Cell classes on the final placement:
Scale: 8 px per µm.
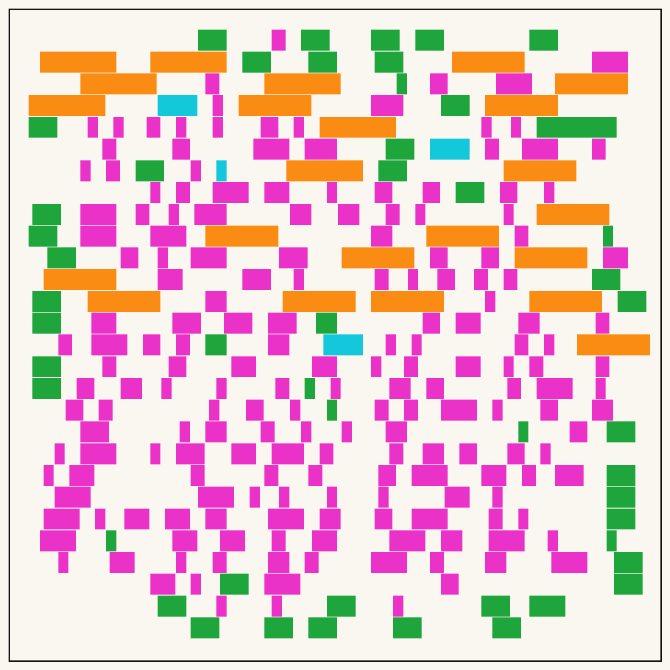
I/O pins on the die edge:
Scale: 4 px per µm. Pins as bars across the die edge, other pins in gray.
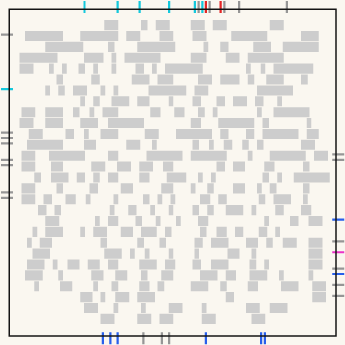
The metal 3 layer:
Scale: 6 px per µm. Cells faint in the background.
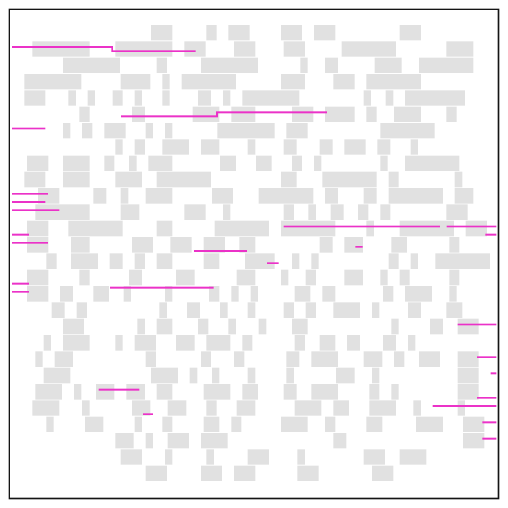
Clock routing:
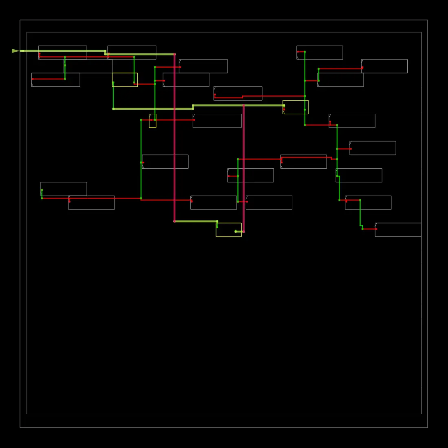
Close-up of the layout:
Window x 31 to 81, y 31 to 81 µm. Cells in gray, sequential cells in the stronger gray; small squares are vias.
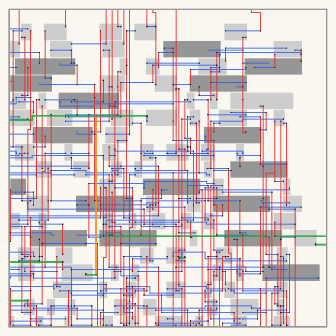
**src/rtl/bcd_updown_counter_scan.sv**
```systemverilog
// Multi-digit BCD up/down counter with runtime wrap limit, prescaled stepping,
// terminal-count pulse and a time-multiplexed 7-segment scan output.
module bcd_updown_counter_scan #(
  parameter int DIGITS   = 2,
  parameter int DIV      = 4,
  parameter int SCAN_DIV = 8
) (
  input  logic                  clk,
  input  logic                  rst_n,
  input  logic                  en,
  input  logic                  syn_clr,
  input  logic                  up,
  input  logic                  load,
  input  logic [4*DIGITS-1:0]   data_in,
  input  logic [4*DIGITS-1:0]   max_val,
  output logic [4*DIGITS-1:0]   count,
  output logic                  tc,
  output logic [6:0]            seg,
  output logic [DIGITS-1:0]     dig_sel
);

  localparam int W  = 4 * DIGITS;
  localparam int PW = (DIV > 1) ? $clog2(DIV) : 1;
  localparam int SW = (SCAN_DIV > 1) ? $clog2(SCAN_DIV) : 1;
  localparam logic [PW-1:0] PRESC_LAST = PW'(DIV - 1);
  localparam logic [SW-1:0] SCAN_LAST  = SW'(SCAN_DIV - 1);
  localparam logic [6:0]    SEG_ZERO   = 7'b0111111;

  logic [PW-1:0]     presc_q, presc_d;
  logic [SW-1:0]     scan_q, scan_d;
  logic [W-1:0]      count_q, count_d;
  logic              tc_q, tc_d;
  logic [DIGITS-1:0] dig_q, dig_d;
  logic [6:0]        seg_q, seg_d;
  logic              tick;
  logic              scan_adv;
  logic [3:0]        nib;

  function automatic logic [W-1:0] bcd_clamp(input logic [W-1:0] v);
    logic [W-1:0] r;
    r = v;
    for (int k = 0; k < DIGITS; k++)
      if (v[4*k +: 4] > 4'd9) r[4*k +: 4] = 4'd9;
    return r;
  endfunction

  // Ripple the carry upward: a 9 rolls to 0 and keeps carrying.
  function automatic logic [W-1:0] bcd_inc(input logic [W-1:0] v);
    logic [W-1:0] r;
    logic         carry;
    r     = v;
    carry = 1'b1;
    for (int k = 0; k < DIGITS; k++) begin
      if (carry) begin
        if (v[4*k +: 4] >= 4'd9) begin
          r[4*k +: 4] = 4'd0;
        end else begin
          r[4*k +: 4] = v[4*k +: 4] + 4'd1;
          carry       = 1'b0;
        end
      end
    end
    return r;
  endfunction

  function automatic logic [W-1:0] bcd_dec(input logic [W-1:0] v);
    logic [W-1:0] r;
    logic         borrow;
    r      = v;
    borrow = 1'b1;
    for (int k = 0; k < DIGITS; k++) begin
      if (borrow) begin
        if (v[4*k +: 4] == 4'd0) begin
          r[4*k +: 4] = 4'd9;
        end else begin
          r[4*k +: 4] = v[4*k +: 4] - 4'd1;
          borrow      = 1'b0;
        end
      end
    end
    return r;
  endfunction

  function automatic logic [6:0] seg_decode(input logic [3:0] d);
    case (d)
      4'd0:    return 7'b0111111;
      4'd1:    return 7'b0000110;
      4'd2:    return 7'b1011011;
      4'd3:    return 7'b1001111;
      4'd4:    return 7'b1100110;
      4'd5:    return 7'b1101101;
      4'd6:    return 7'b1111101;
      4'd7:    return 7'b0000111;
      4'd8:    return 7'b1111111;
      4'd9:    return 7'b1101111;
      default: return 7'b1000000;
    endcase
  endfunction

  always_comb begin
    tick    = (presc_q == PRESC_LAST);
    presc_d = tick ? '0 : presc_q + 1'b1;

    count_d = count_q;
    tc_d    = 1'b0;
    if (syn_clr) begin
      count_d = '0;
    end else if (load) begin
      count_d = bcd_clamp(data_in);
    end else if (en && tick) begin
      // Packed BCD compares numerically as a plain unsigned vector.
      if (up) begin
        if (count_q >= max_val) begin
          count_d = '0;
          tc_d    = 1'b1;
        end else begin
          count_d = bcd_inc(count_q);
        end
      end else begin
        if (count_q == '0) begin
          count_d = bcd_clamp(max_val);
          tc_d    = 1'b1;
        end else begin
          count_d = bcd_dec(count_q);
        end
      end
    end

    scan_adv = (scan_q == SCAN_LAST);
    scan_d   = scan_adv ? '0 : scan_q + 1'b1;
    dig_d    = scan_adv ? ((dig_q << 1) | (dig_q >> (DIGITS - 1))) : dig_q;

    nib = count_q[3:0];
    for (int k = 0; k < DIGITS; k++)
      if (dig_q[k]) nib = count_q[4*k +: 4];
    seg_d = seg_decode(nib);
  end

  always_ff @(posedge clk or negedge rst_n) begin
    if (!rst_n) begin
      presc_q <= '0;
      scan_q  <= '0;
      count_q <= '0;
      tc_q    <= 1'b0;
      dig_q   <= DIGITS'(1);
      seg_q   <= SEG_ZERO;
    end else begin
      presc_q <= presc_d;
      scan_q  <= scan_d;
      count_q <= count_d;
      tc_q    <= tc_d;
      dig_q   <= dig_d;
      seg_q   <= seg_d;
    end
  end

  assign count   = count_q;
  assign tc      = tc_q;
  assign seg     = seg_q;
  assign dig_sel = dig_q;

endmodule

```
**config.mk**
```make
export PLATFORM = sky130hd
export DESIGN_NAME = bcd_updown_counter_scan
export DESIGN_NICKNAME = d
export VERILOG_FILES = /design/src/rtl/bcd_updown_counter_scan.sv
export SDC_FILE = /design/constraint.sdc
export NUM_CORES = 1
export LEC_CHECK = 0
export CAP_MARGIN = 20
export CELL_PAD_IN_SITES_DETAIL_PLACEMENT = 2
export CELL_PAD_IN_SITES_GLOBAL_PLACEMENT = 2
export CORE_UTILIZATION = 30
export CTS_BUF_LIST = sky130_fd_sc_hd__clkbuf_8 sky130_fd_sc_hd__clkbuf_16
export DETAILED_ROUTE_END_ITERATION = 8
export GPL_TIMING_DRIVEN = 0
export PLACE_DENSITY_LB_ADDON = 0.2
export SYNTH_ARGS = -nofsm -noshare
export SYNTH_HDL_FRONTEND = slang
export SYNTH_SLANG_ARGS = --single-unit
export TNS_END_PERCENT = 1
```
**constraint.sdc**
```tcl
create_clock -name clk -period 3 [get_ports clk]
set_input_delay 0.6 -clock clk [delete_from_list [all_inputs] [get_ports clk]]
set_output_delay 0.6 -clock clk [all_outputs]
set_load 0.05 [all_outputs]
```
==> out/results.txt <==
WP buf/inv: 2
P_sw: 0.000403 W
Combinational power share: 42.8%
Count of plain and timing-repair buffers: 49
RSZ-0062 raised after global routing: false
Met3 WL post-DR: 201 µm
Initial drt markers: 38
Worst-margin pin slew: 0.779 ns
Leakage power: 1.10 nW
Comb_multi_in: 169
Synth Warn #: 0
Final Slew Violations: 0
Number of top-level pins: 40
Area share of the largest cell type after synthesis: 21.2%
Nets: 312
Status: completed
Vias in the first global route: 2035
Worst Setup SP: max_val[2]
Sequential share of cell area: 23.7%
Relative slew slack: 46.6%
Cells after Synth: 219
Logic area: 1200 µm²
Met2 WL: 3.14 mm
Yosys reg bits: 23
Crit share post-route: 94.0%
R2R cell count: 8
Final hold vios: 0
Distinct cell type count after synthesis: 50
Largest net degree at the start of global routing: 24
Largest delay share family, worst path: AND-OR/OR-AND gates
Skew-Pair Late Insertion Delay: 0.28 ns
Post-Layout Inst Area: 2460 µm²
Hold slack: 0.432 ns
Worst-path cell chain: clkdlybuf4s50_1, inv_1, ha_1, or4_1, a21oi_2, o311ai_1, o21ai_2, o21ai_0, a211o_1
Sequential standard cell area: 584 µm²
Power per cell area: 409 nW/µm²
Synth area leader: dfrtp_1
DP Area: 2370 µm²
Nature of the critical path endpoint: flip-flop
Max incr delay on CP: 0.52 ns
XOR/XNOR Area Share: 0.464%
Clk tree area frac: 1.83%
Worst hold path depth: 1
Reg2Reg Launch Point: count[4]
Top class by area: logic gates
CP max stage cell: or4_1
Non-clk buf share: 18.8%
Post-DRT Antenna Nets: 0
Yosys Instances: 219
Post-Syn Nets: 265
Initial core utilization: 31.5%
Clock buffer depth: 2
Register area share after synthesis: 31.0%
GRT overflow: 0
Clk pwr share: 20.1%
Critical path class: in -> reg
Syn Area/Cell: 8.62 µm²
Postcts setup bufs: 0
Largest power group: combinational logic
Fraction of registers with async set/reset: 100%
FF-to-FF End: count[6]
Initial antenna violation count: 0
Mux share of post-synthesis cell area: 3.38%
HP Start: scan_q[0]
WP data arrival: 2.99 ns
Logic share of the area: 48.8%
Max layer used: met4
Share of cells above drive strength 1: 8.68%
Power of the sequential group: 0.000374 W
Part of the power in registers: 37.1%
N_taps: 75
# setup viols final: 0
Maximum VDD drop: 0.342 mV
Root buf cell: clkbuf_8
First-pass GRT wire length: 10.7 mm
Post-Place Worst Slack: -0.363 ns
About 'cell classes on the final placement':
[cyan] clock drivers and dummy loads | cells: 4 | share of their area: 1.9%
[green] other buffers and delay cells | cells: 49 | share of their area: 20%
[orange] flops | cells: 23 | share of their area: 25%
[magenta] combinational and other logic | cells: 189 | share of their area: 54%
core area: 5990 µm²
Core Util, Final: 41.1%
Row Count: 28

About 'I/O pins on the die edge':
[blue] `max_val` | pins: 8 | direction: input | edge: 6 south, 2 east
[cyan] `seg` | pins: 7 | direction: output | edge: 6 north, 1 west
[magenta] `up` | pins: 1 | direction: input | edge: east
[red] `dig_sel` | pins: 2 | direction: output | edge: north
Die Wd: 81.3 µm
port bufs: 39
Die Span Y: 81.3 µm

About 'the metal 3 layer':
nets with wire on the layer: 23
main direction: horizontal
longest straight run: 25.8 µm
final wirelength: 6.48 mm
met3 usage: 3.82%
detailed-route via count: 1874

About 'clock routing':
P_clk: 0.000202 W
clock sinks: 23
Post-Route Skew: 0.000919 ns
clock buffer count: 3

About 'close-up of the layout':
[orange] metal 4
[green] metal 3
[red] metal 2
[blue] metal 1
most frequent: dfrtp_1 (13), clkdlybuf4s50_1 (12), nand2_1 (10)
cells with their middle in the window: 105
netlist names of flops here include: `count` (5), `scan_q` (3), `seg` (3)
sequential cells in the window: 16

[Yosys cell counts, drive strengths merged (2+ instances only)]
cell	number
nand3b	2
and3	2
a2bb2oi	2
clkbuf	7
o311ai	2
dfstp	7
nand3	4
a211o	2
o211a	2
nand4	2
o221ai	2
mux2	3
or3b	3
and2	2
nand2	20
o211ai	3
or4	2
nand2b	3
nor2	13
nor3	8
o22ai	6
o21ai	16
nor2b	3
a22oi	2
dfrtp	16
mux2i	3
inv	20
a31oi	4
ha	24
a21oi	13
nor3b	2
o21a	4
[layout by cell type (no fill, tap or decap), types with 2 or more instances in the layout]
cell type / count
mux2_2: 3
o22ai_1: 6
nand2_1: 20
and3_1: 2
a21oi_1: 12
nor3b_1: 2
nor2_1: 13
o211a_1: 2
dfstp_2: 7
ha_1: 24
clkbuf_8: 3
o211ai_1: 3
dfrtp_1: 16
nand4_1: 2
buf_4: 2
o21ai_0: 14
a2bb2oi_1: 2
o21a_1: 4
nand2b_1: 3
clkdlybuf4s50_1: 38
o221ai_1: 2
nand3_1: 4
nor3_1: 8
nand3b_1: 2
a22oi_1: 2
and2_1: 2
a211o_1: 2
clkbuf_1: 7
inv_1: 21
a31oi_1: 4
mux2i_1: 3
nor2b_1: 3
or3b_2: 3
[through the flow]
stage | TNS, ns | total power [W]
final | 0 | 0.00101
after detailed placement | -1.45 | 0.000799
after floorplan | 0 | 0.000636
after global routing | 0 | 0.00106
after CTS | 0 | 0.00100
after global placement | -0.942 | 0.000786
[metal layers]
metal	up-vias	track usage, %
met3	4	3.82
met4	0	5.00
met2	32	36.1
met5	-	0
met1	947	29.0
li1	891	-
[registers in the layout, summed over array words and instances (netlist names)]
register / count
presc_q: 2
scan_q: 3
count: 8
seg: 7
tc: 1
dig_sel: 2
Power is estimated from default activity; no workload was simulated.
